==> run_1/clock_nets.png <==
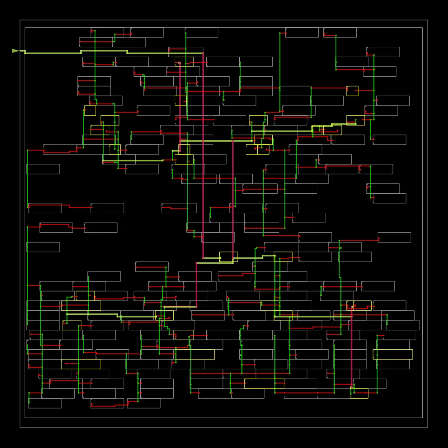
==> run_1/port_trees.png <==
(3 px per µm)
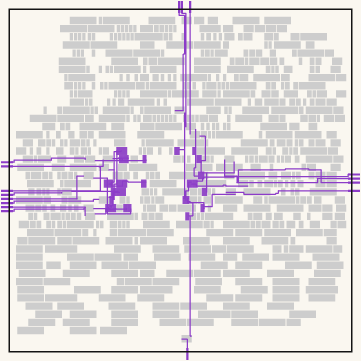
==> run_1/gates.png <==
(4 px per µm)
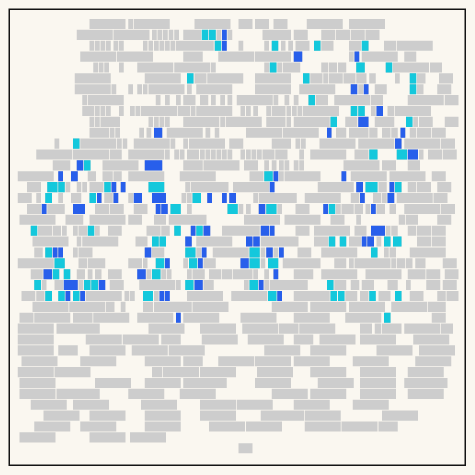
==> run_1/util_map.png <==
(2 px per µm) The die is cut into 11 by 11 equal tiles; dark purple is low, yellow is high, 0 to 100% covered.
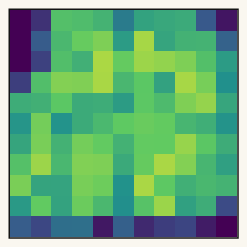
### src/rtl/viterbi_ber_ctrl.sv
// Purpose: sequences one BER run through encoder -> channel -> Viterbi decoder, counting decoded errors and injected flips.
// Latency: done_o pulses 1+FRAME_LEN+DEC_LAT+ENC_LAT+1 cycles after start_i is sampled; decoder compare is DEC_LAT behind enc_data_o.
// Backpressure: none; the chain is free-running and start_i is ignored while a run is in progress.
//
// Ports:
//   clk, rst                 rising-edge clock, asynchronous active-high reset
//   start_i                  launch a run (sampled in IDLE only)
//   inj_en_i, burst_i, seed_i  run configuration, latched in LOAD
//   enc_data_o, enc_en_o     payload bit and enable towards the encoder
//   err_mask_o               2-bit XOR mask for the channel symbol
//   dec_data_i               decoder output bit
//   busy_o, done_o           run in progress / one-cycle completion pulse
//   bit_err_cnt_o, inj_cnt_o saturating statistics counters
module viterbi_ber_ctrl #(
    parameter int FRAME_LEN = 256,
    parameter int DEC_LAT   = 40,
    parameter int ENC_LAT   = 1,
    parameter int ERR_W     = 3,
    parameter int CNT_W     = 16
) (
    input  logic             clk,
    input  logic             rst,
    input  logic             start_i,
    input  logic             inj_en_i,
    input  logic             burst_i,
    input  logic [15:0]      seed_i,
    output logic             enc_data_o,
    output logic             enc_en_o,
    output logic [1:0]       err_mask_o,
    input  logic             dec_data_i,
    output logic             busy_o,
    output logic             done_o,
    output logic [CNT_W-1:0] bit_err_cnt_o,
    output logic [CNT_W-1:0] inj_cnt_o
);

    localparam int          FLUSH_LEN = DEC_LAT + ENC_LAT;
    localparam int          RC_W      = $clog2((FRAME_LEN > FLUSH_LEN) ? FRAME_LEN : FLUSH_LEN) + 1;
    localparam int          MW        = 2 * ENC_LAT;
    localparam logic [15:0] PAY_INIT  = 16'hACE1;
    localparam logic [31:0] ERR_POLY  = 32'h80200003;

    typedef enum logic [2:0] {S_IDLE, S_LOAD, S_RUN, S_FLUSH, S_DONE} state_t;

    state_t            state;
    logic [RC_W-1:0]   run_cnt;
    logic [15:0]       pay_lfsr;
    logic [31:0]       err_lfsr;
    logic              inj_en_q;
    logic              burst_q;
    logic [MW-1:0]     mask_sr;     // ENC_LAT stages of 2-bit masks, oldest in the top pair
    logic [DEC_LAT-1:0] ref_dat;
    logic [DEC_LAT-1:0] ref_vld;
    logic [1:0]        mask_now;
    logic [15:0]       pay_seed;
    logic              err_hit;

    // Fibonacci, taps 16,14,13,11 -> bits 0,2,3,5, shifting toward bit 0.
    function automatic logic [15:0] pay_step(input logic [15:0] l);
        return {l[0] ^ l[2] ^ l[3] ^ l[5], l[15:1]};
    endfunction

    // Right-shifting Galois form of polynomial 0x80200003.
    function automatic logic [31:0] err_step(input logic [31:0] l);
        return l[0] ? ((l >> 1) ^ ERR_POLY) : (l >> 1);
    endfunction

    function automatic logic [CNT_W-1:0] sat_add(input logic [CNT_W-1:0] a, input logic [1:0] b);
        logic [CNT_W:0] s;
        s = {1'b0, a} + (CNT_W+1)'(b);
        return s[CNT_W] ? {CNT_W{1'b1}} : s[CNT_W-1:0];
    endfunction

    // An all-zero seed would lock the LFSR, so it falls back to the reset pattern.
    assign pay_seed   = (seed_i == 16'h0) ? PAY_INIT : seed_i;
    assign err_mask_o = mask_sr[MW-1 -: 2];
    assign err_hit    = ref_vld[DEC_LAT-1] && (dec_data_i != ref_dat[DEC_LAT-1]);

    always_comb begin
        mask_now = 2'b00;
        if (state == S_RUN && inj_en_q && (&err_lfsr[ERR_W-1:0])) begin
            mask_now = burst_q ? 2'b11 : (err_lfsr[28] ? 2'b10 : 2'b01);
        end
    end

    always_ff @(posedge clk or posedge rst) begin
        if (rst) begin
            state         <= S_IDLE;
            run_cnt       <= '0;
            pay_lfsr      <= PAY_INIT;
            err_lfsr      <= 32'h1;
            inj_en_q      <= 1'b0;
            burst_q       <= 1'b0;
            mask_sr       <= '0;
            ref_dat       <= '0;
            ref_vld       <= '0;
            enc_data_o    <= 1'b0;
            enc_en_o      <= 1'b0;
            busy_o        <= 1'b0;
            done_o        <= 1'b0;
            bit_err_cnt_o <= '0;
            inj_cnt_o     <= '0;
        end else begin
            done_o  <= 1'b0;
            // Injection decisions ride ENC_LAT stages so the mask meets its encoder symbol.
            mask_sr <= MW'({mask_sr, mask_now});
            ref_dat <= DEC_LAT'({ref_dat, enc_data_o});
            ref_vld <= DEC_LAT'({ref_vld, enc_en_o});

            // LOAD clear wins over any increment in the same cycle.
            if (state == S_LOAD) begin
                bit_err_cnt_o <= '0;
                inj_cnt_o     <= '0;
            end else begin
                bit_err_cnt_o <= sat_add(bit_err_cnt_o, {1'b0, err_hit});
                inj_cnt_o     <= sat_add(inj_cnt_o, {1'b0, err_mask_o[1]} + {1'b0, err_mask_o[0]});
            end

            if (state == S_RUN) begin
                err_lfsr <= err_step(err_lfsr);
            end

            case (state)
                S_IDLE: begin
                    if (start_i) begin
                        state  <= S_LOAD;
                        busy_o <= 1'b1;
                    end
                end
                S_LOAD: begin
                    inj_en_q   <= inj_en_i;
                    burst_q    <= burst_i;
                    // First payload bit leaves on the edge entering RUN.
                    enc_data_o <= pay_seed[0];
                    enc_en_o   <= 1'b1;
                    pay_lfsr   <= pay_step(pay_seed);
                    run_cnt    <= '0;
                    state      <= S_RUN;
                end
                S_RUN: begin
                    if (run_cnt == RC_W'(FRAME_LEN - 1)) begin
                        enc_en_o   <= 1'b0;
                        enc_data_o <= 1'b0;
                        run_cnt    <= '0;
                        state      <= S_FLUSH;
                    end else begin
                        enc_data_o <= pay_lfsr[0];
                        pay_lfsr   <= pay_step(pay_lfsr);
                        run_cnt    <= run_cnt + 1'b1;
                    end
                end
                S_FLUSH: begin
                    if (run_cnt == RC_W'(FLUSH_LEN - 1)) begin
                        busy_o <= 1'b0;
                        done_o <= 1'b1;
                        state  <= S_DONE;
                    end else begin
                        run_cnt <= run_cnt + 1'b1;
                    end
                end
                S_DONE: begin
                    state <= S_IDLE;
                end
                default: begin
                    state <= S_IDLE;
                end
            endcase
        end
    end

endmodule

### config.mk
export PLATFORM = sky130hd
export DESIGN_NAME = viterbi_ber_ctrl
export DESIGN_NICKNAME = d
export VERILOG_FILES = /design/src/rtl/viterbi_ber_ctrl.sv
export SDC_FILE = /design/constraint.sdc
export NUM_CORES = 1
export LEC_CHECK = 0
export CAP_MARGIN = 20
export CORE_MARGIN = 1
export CORE_UTILIZATION = 54
export CTS_BUF_LIST = sky130_fd_sc_hd__clkbuf_2 sky130_fd_sc_hd__clkbuf_4 sky130_fd_sc_hd__clkbuf_8
export CTS_CLUSTER_DIAMETER = 150
export DETAILED_ROUTE_END_ITERATION = 6
export PLACE_DENSITY = 0.76
export SYNTH_ARGS = -nofsm -noshare
export SYNTH_HDL_FRONTEND = slang
export SYNTH_SLANG_ARGS = --single-unit
export TNS_END_PERCENT = 20
### constraint.sdc
create_clock -name clk -period 6.5 [get_ports clk]
set_input_delay 1.625 -clock clk [delete_from_list [all_inputs] [get_ports clk]]
set_output_delay 1.625 -clock clk [all_outputs]
set_load 0.05 [all_outputs]
==> flow_summary.yaml, run 1 <==
# generated from flow reports
clocking:
  cts_tree: "yes"
  cts_buffers: 17
  cts_hold_buf: 0
  clock_latency_ns: 0.45
  cts-resized-gates: 0
  cts_sinks: 180
  clk_pin_slew_ns: 0.09
  clk_path_buf_depth: 2
  postCtsSetupBuffers: 0
finish:
  utilization_pct: 65.9
  combGateArea_um2: 2040
  buffer_area_share_pct: 7.91
  nFillCells: 906
  lay_top_count: "dfrtp_1"
  seq_area_um2: 4520
  n_antenna_cell: 0
  nNetsFinal: 693
  largestRegisters: "ref_dat (40), ref_vld (40), err_lfsr (32)"
  nNonClkBuffers: 64
  fin_area_um2: 7940
  seq_share_pct: 56.9
synthesis:
  synthXorXnorAreaFrac_pct: 3.64
  ff_type: "dfrtp_1"
  ys_seq_share_pct: 67.1
  synthArstFlopShare_pct: 100
  synth_flops: 180
  ys_sh_simple_pct: 17.3
  yosys-top-cells-count: "171 x dfrtp_1, 143 x nand2_1, 39 x nor2_1"
  ys_types: 45
  synthAdderAreaFrac_pct: 1.78
  aoi_share_pct: 6.90
  synthTopCellsByArea: "dfrtp_1 64%, nand2_1 8.0%, dfstp_2 3.5%, nor2_1 2.2%, a21oi_1 2.2%"
  ys_chip_area_um2: 6730
  syn_nets: 632
  yosysCellCount: 601
global_routing:
  grt-ovfl-total: 0
  groute.layer.met3.usage_pct: 6.64
  top_usage_layer: "met2"
  grt_max_degree: 68
  grt_pass1_wl_mm: 20.4
outcome:
  status: "complete, no violations"
floorplanning:
  tap-cell-count: 168
  fp.dieH_um: 114
  initCoreUtil_pct: 55.8
  row_count: 40
critical_path:
  r2r_end: "inj_cnt_o[14]"
  crit_end: "bit_err_cnt_o[1]"
  r2r_slack_ns: 3.55
  cp.arrival_ns: 3.79
  slowest_delay_ns: 0.58
  r2r_cells: 10
  crit_type: "primary input to flip-flop"
  crit_buf_inv: 1
  path_cells: "clkdlybuf4s50_1 -> xor2_1 -> and2_1 -> ha_1 -> and3_1 -> nand3_1 -> or3_1 -> a21oi_1"
  critPathTopFamily: "simple AND/OR/NAND/NOR gates"
  reg2reg_from: "run_cnt[0]"
  critPathLaunch: "dec_data_i"
  cp-end-kind: "flip-flop"
worst_hold_path:
  hp-start: "ref_vld[12]"
  hold_path_end: "ref_vld[13]"
  hold_depth: 0
routing:
  wl_per_cell_um: 14.4
  wl_met2_mm: 5.74
  ant_nets: 0
  top_layer: "met4"
  m1WireLength_mm: 5.44
  route.met3.wl_um: 846
place:
  dp_cells: 811
  numPortBuffers: 59
  place.gp.congestion: 0.868
  hpwl_mm: 7.88
  pre_cts_slack_ns: 2.63
final_timing:
  slew_headroom_pct: 46.1
  fmax_mhz: 293
  post-route-min-period_ns: 3.41
  period_used_pct: 52.5
  hold_ws_ns: 0.348
  final.setup.tns_ns: 0
  tightest_slew_ns: 0.808
power_and_ir_drop:
  pwr-share-clk_pct: 28.6
  power.total_mw: 3.04
flow_run:
  warning_count: 29
About clock_nets.png:
number of clock-tree buffers in the layout: 18
clock-net power: 0.870 mW
Worst Skew: 0.00830 ns
sequential cell count: 180

About port_trees.png:
[`seed_i`] purple | bits: 16 | direction: input | end cells: 25 | buffers: 16 | wire: 883 µm

About gates.png:
[nor cells] blue | cells: 72 | most used: nor2_1
[aoi and oai cells] cyan | cells: 74 | most used: a21oi_1

About util_map.png:
mean over tiles: 60%
fullest tile: 87%
nearly empty tiles: 3.3%
emptiest ninth of the die: upper left

==> run 2, diff against run 1 <==
CORE_UTILIZATION = 59   (was 54)
PLACE_DENSITY = 0.79   (was 0.76)
clock period = 3.5 ns   (was 6.5 ns; I/O delays follow)
==> run_2/gates.png <==
(4 px per µm)
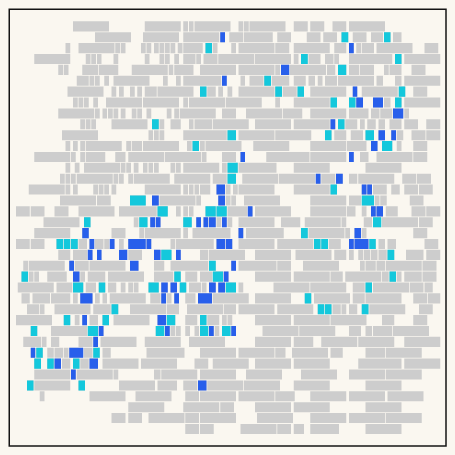
[nor cells] blue | cells: 72 | most used: nor2_1
[aoi and oai cells] cyan | cells: 74 | most used: a21oi_1

==> run_2/clock_nets.png <==
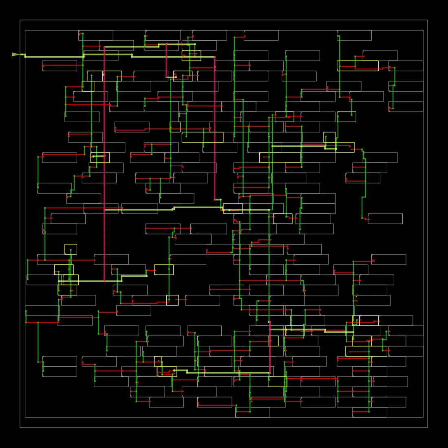
Worst Skew: 0.0172 ns
CTS Buf Count: 17

==> flow_summary.yaml, run 2 <==
# generated from flow reports
final_timing:
  tightest_slew_ns: 0.899
  post-route-min-period_ns: 2.97
  fmax_mhz: 337
  final.setup.tns_ns: 0
  rsz0062_at_grt: "false"
  period_used_pct: 84.8
  slew_headroom_pct: 40.1
  hold_ws_ns: 0.340
worst_hold_path:
  hold_depth: 0
  hp-start: "ref_vld[5]"
  hold_path_end: "ref_vld[6]"
critical_path:
  cp.arrival_ns: 3.34
  reg2reg_from: "run_cnt[0]"
  slowest_delay_ns: 0.43
  r2r_end: "burst_q"
  crit_type: "flip-flop to flip-flop"
  cp-start-kind: "flip-flop"
  critPathTopFamily: "simple AND/OR/NAND/NOR gates"
  crit_buf_inv: 1
  r2r_cells: 11
  crit_end: "burst_q"
  r2r_slack_ns: 0.53
  critPathLaunch: "run_cnt[0]"
  path_cells: "ha_1 -> and3_1 -> and3_1 -> and3_1 -> ha_1 -> nor3b_2 -> o21bai_2 -> nor2_2 -> buf_4 -> nand2_1 -> o21ai_1"
  cp-end-kind: "flip-flop"
routing:
  wl_met2_mm: 6.21
  top_layer: "met4"
  vias: 4423
  route.met3.wl_um: 531
  m1WireLength_mm: 5.44
  wl_per_cell_um: 15.3
  ant_nets: 0
  viasPerCell: 5.43
finish:
  n_antenna_cell: 0
  seq_area_um2: 4520
  logic_gates: 381
  fin_area_um2: 7890
  utilization_pct: 71.9
  buffer_area_share_pct: 8.21
  layout.non_clock_inverters: 18
  clkbuf_count: 18
  largestRegisters: "ref_dat (40), ref_vld (40), err_lfsr (32)"
  combGateArea_um2: 2040
  nFillCells: 719
  seq_share_pct: 57.2
  nNetsFinal: 694
  nNonClkBuffers: 65
  ff_count: 180
  lay_top_count: "dfrtp_1"
  drive_above_1_share_pct: 8.30
  layout_top_cells: "171 x dfrtp_1, 143 x nand2_1, 59 x clkdlybuf4s50_1"
outcome:
  status: "complete, no violations"
clocking:
  cts-resized-gates: 0
  cts_sinks: 180
  clock_latency_ns: 0.46
  cts_hold_buf: 0
  clk_pin_slew_ns: 0.10
  cts_tree: "yes"
  clk_path_buf_depth: 2
  postCtsSetupBuffers: 0
global_routing:
  grt-ovfl-total: 0
  grt_max_degree: 181
  antenna_found_initial: 0
  first_global_vias: 4447
  use_met1_pct: 30.5
  grt_pass1_wl_mm: 20.9
  groute.layer.met3.usage_pct: 6.04
  top_usage_layer: "met2"
synthesis:
  synthArstFlopShare_pct: 100
  synthTopCellsByArea: "dfrtp_1 64%, nand2_1 8.0%, dfstp_2 3.5%, nor2_1 2.2%, a21oi_1 2.2%"
  ff_type: "dfrtp_1"
  ys_sh_simple_pct: 17.3
  synth.avg_cell_area_um2: 11.2
  yosys-top-cells-count: "171 x dfrtp_1, 143 x nand2_1, 39 x nor2_1"
  syn_nets: 632
  synth_flops: 180
  ys_seq_share_pct: 67.1
  edf_count: 0
  ys_types: 45
  aoi_share_pct: 6.90
  yosysWarnings: 0
  synthAdderAreaFrac_pct: 1.78
  ys_chip_area_um2: 6730
  yosysCellCount: 601
  synthXorXnorAreaFrac_pct: 3.64
place:
  numPortBuffers: 59
  place_area_um2: 7450
  pre_cts_slack_ns: 0.421
  dp_cells: 784
  hpwl_mm: 7.69
  place.gp.congestion: 0.896
floorplanning:
  row_count: 38
  fp.dieH_um: 109
  dieWidth_um: 109
  tap-cell-count: 140
  initCoreUtil_pct: 61.3
power_and_ir_drop:
  power.total_mw: 5.62
  ir_worst_vdd_uv: 606
  p_sw_mw: 1.78
  pwr-share-clk_pct: 27.5
  pg_clk_mw: 1.54
flow_run:
  warning_count: 31
  maxCapViolations: 0
==> run 3, diff against run 2 <==
CORE_UTILIZATION = 54   (was 59)
PLACE_DENSITY = 0.76   (was 0.79)
clock period = 2.6 ns   (was 3.5 ns; I/O delays follow)
==> run_3/gates.png <==
(4 px per µm)
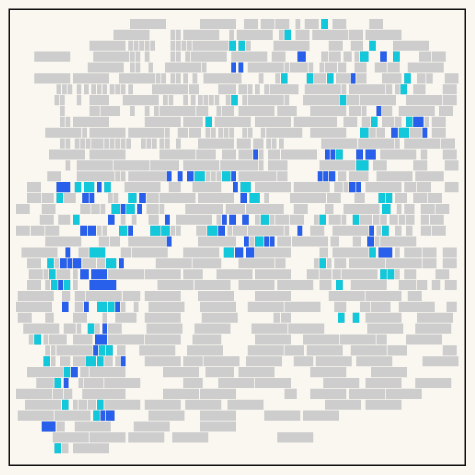
[aoi and oai cells] cyan | cells: 74 | most used: a21oi_1 | where: all over the die
[nor cells] blue | cells: 72 | most used: nor2_1

==> run_3/port_trees.png <==
(3 px per µm)
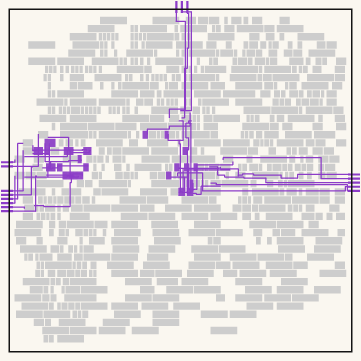
[`seed_i`] purple | bits: 16 | direction: input | end cells: 25 | buffers: 16 | wire: 881 µm

==> flow_summary.yaml, run 3 <==
# generated from flow reports
global_routing:
  antenna_found_initial: 0
  use_met1_pct: 29.8
  top_usage_layer: "met2"
  grt_max_degree: 38
  groute.layer.met3.usage_pct: 6.80
worst_hold_path:
  hold_path_end: "ref_dat[25]"
  hold_depth: 0
  hp-start: "ref_dat[24]"
floorplanning:
  row_count: 40
  initCoreUtil_pct: 55.8
  dieWidth_um: 114
  fp.dieH_um: 114
  tap-cell-count: 168
finish:
  ff_count: 180
  nNetsFinal: 713
  fin_area_um2: 8120
  combGateArea_um2: 2060
  seq_area_um2: 4520
  logic_gates: 381
  nNonClkBuffers: 84
  seq_share_pct: 55.6
  lay_top_count: "dfrtp_1"
  clkbuf_count: 18
  buffer_area_share_pct: 10.7
  n_antenna_cell: 0
  utilization_pct: 67.3
  drive_above_1_share_pct: 11.0
  layout.non_clock_inverters: 18
outcome:
  status: "complete, no violations"
place:
  pre_cts_slack_ns: -0.155
  place_area_um2: 7680
  dp_cells: 829
  hpwl_mm: 8.19
  place.gp.congestion: 0.932
critical_path:
  cp_max_fo: 17
  slowest_delay_ns: 0.42
  crit_end: "inj_cnt_o[8]"
  critPathTopFamily: "simple AND/OR/NAND/NOR gates"
  cp-end-kind: "flip-flop"
  cp.arrival_ns: 2.82
  reg2reg_from: "run_cnt[0]"
  critPathLaunch: "run_cnt[0]"
  path_cells: "ha_1 -> and3_1 -> and3_1 -> and3_1 -> ha_2 -> nor3b_4 -> o21bai_2 -> nor2_4 -> clkbuf_16 -> a21oi_1"
  r2r_slack_ns: 0.08
  crit_type: "flip-flop to flip-flop"
  cp-start-kind: "flip-flop"
  crit_buf_inv: 1
  r2r_cells: 10
  r2r_end: "inj_cnt_o[8]"
flow_run:
  maxCapViolations: 0
  warning_count: 30
synthesis:
  ys_chip_area_um2: 6730
  syn_nets: 632
  aoi_share_pct: 6.90
  synthTopCellsByArea: "dfrtp_1 64%, nand2_1 8.0%, dfstp_2 3.5%, nor2_1 2.2%, a21oi_1 2.2%"
  yosysCellCount: 601
  ys_types: 45
  synthAdderAreaFrac_pct: 1.78
  ys_seq_share_pct: 67.1
  yosysWarnings: 0
  edf_count: 0
  synth.avg_cell_area_um2: 11.2
  ys_sh_simple_pct: 17.3
  synth_flops: 180
routing:
  vias: 4551
  viasPerCell: 5.28
  top_layer: "met4"
  ant_nets: 0
  route.met3.wl_um: 821
  m1WireLength_mm: 5.88
final_timing:
  slew_headroom_pct: 50.3
  period_used_pct: 96.8
  final.setup.tns_ns: 0
  hold_ws_ns: 0.345
  fmax_mhz: 397
  skew_ns: 0.00966
  tightest_slew_ns: 0.745
clocking:
  postCtsSetupBuffers: 0
  clk_path_buf_depth: 2
  cts_buffers: 17
  cts-resized-gates: 0
  clk_pin_slew_ns: 0.09
  cts_tree: "yes"
  clock_latency_ns: 0.45
power_and_ir_drop:
  p_sw_mw: 2.41
  pwr-share-clk_pct: 24.8
  power.total_mw: 7.55

==> gallery <==
Where the registers sit.
(3 px per µm)
(a)
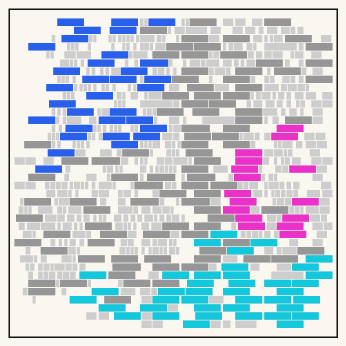
(b)
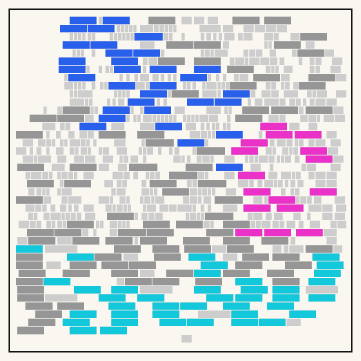
(c)
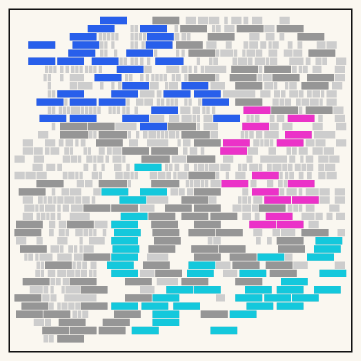
| from | picture |
|---|---|
| run 2 | (a) |
| run 1 | (b) |
| run 3 | (c) |

Key to (b):
[`bit_err_cnt_o`] magenta | sequential cells: 16 | where: middle right
[`err_lfsr`] blue | sequential cells: 32
[`ref_dat`] cyan | sequential cells: 40 | where: a horizontal strip, bottom

No activity file was given, so power comes from the tool's default toggle rates.
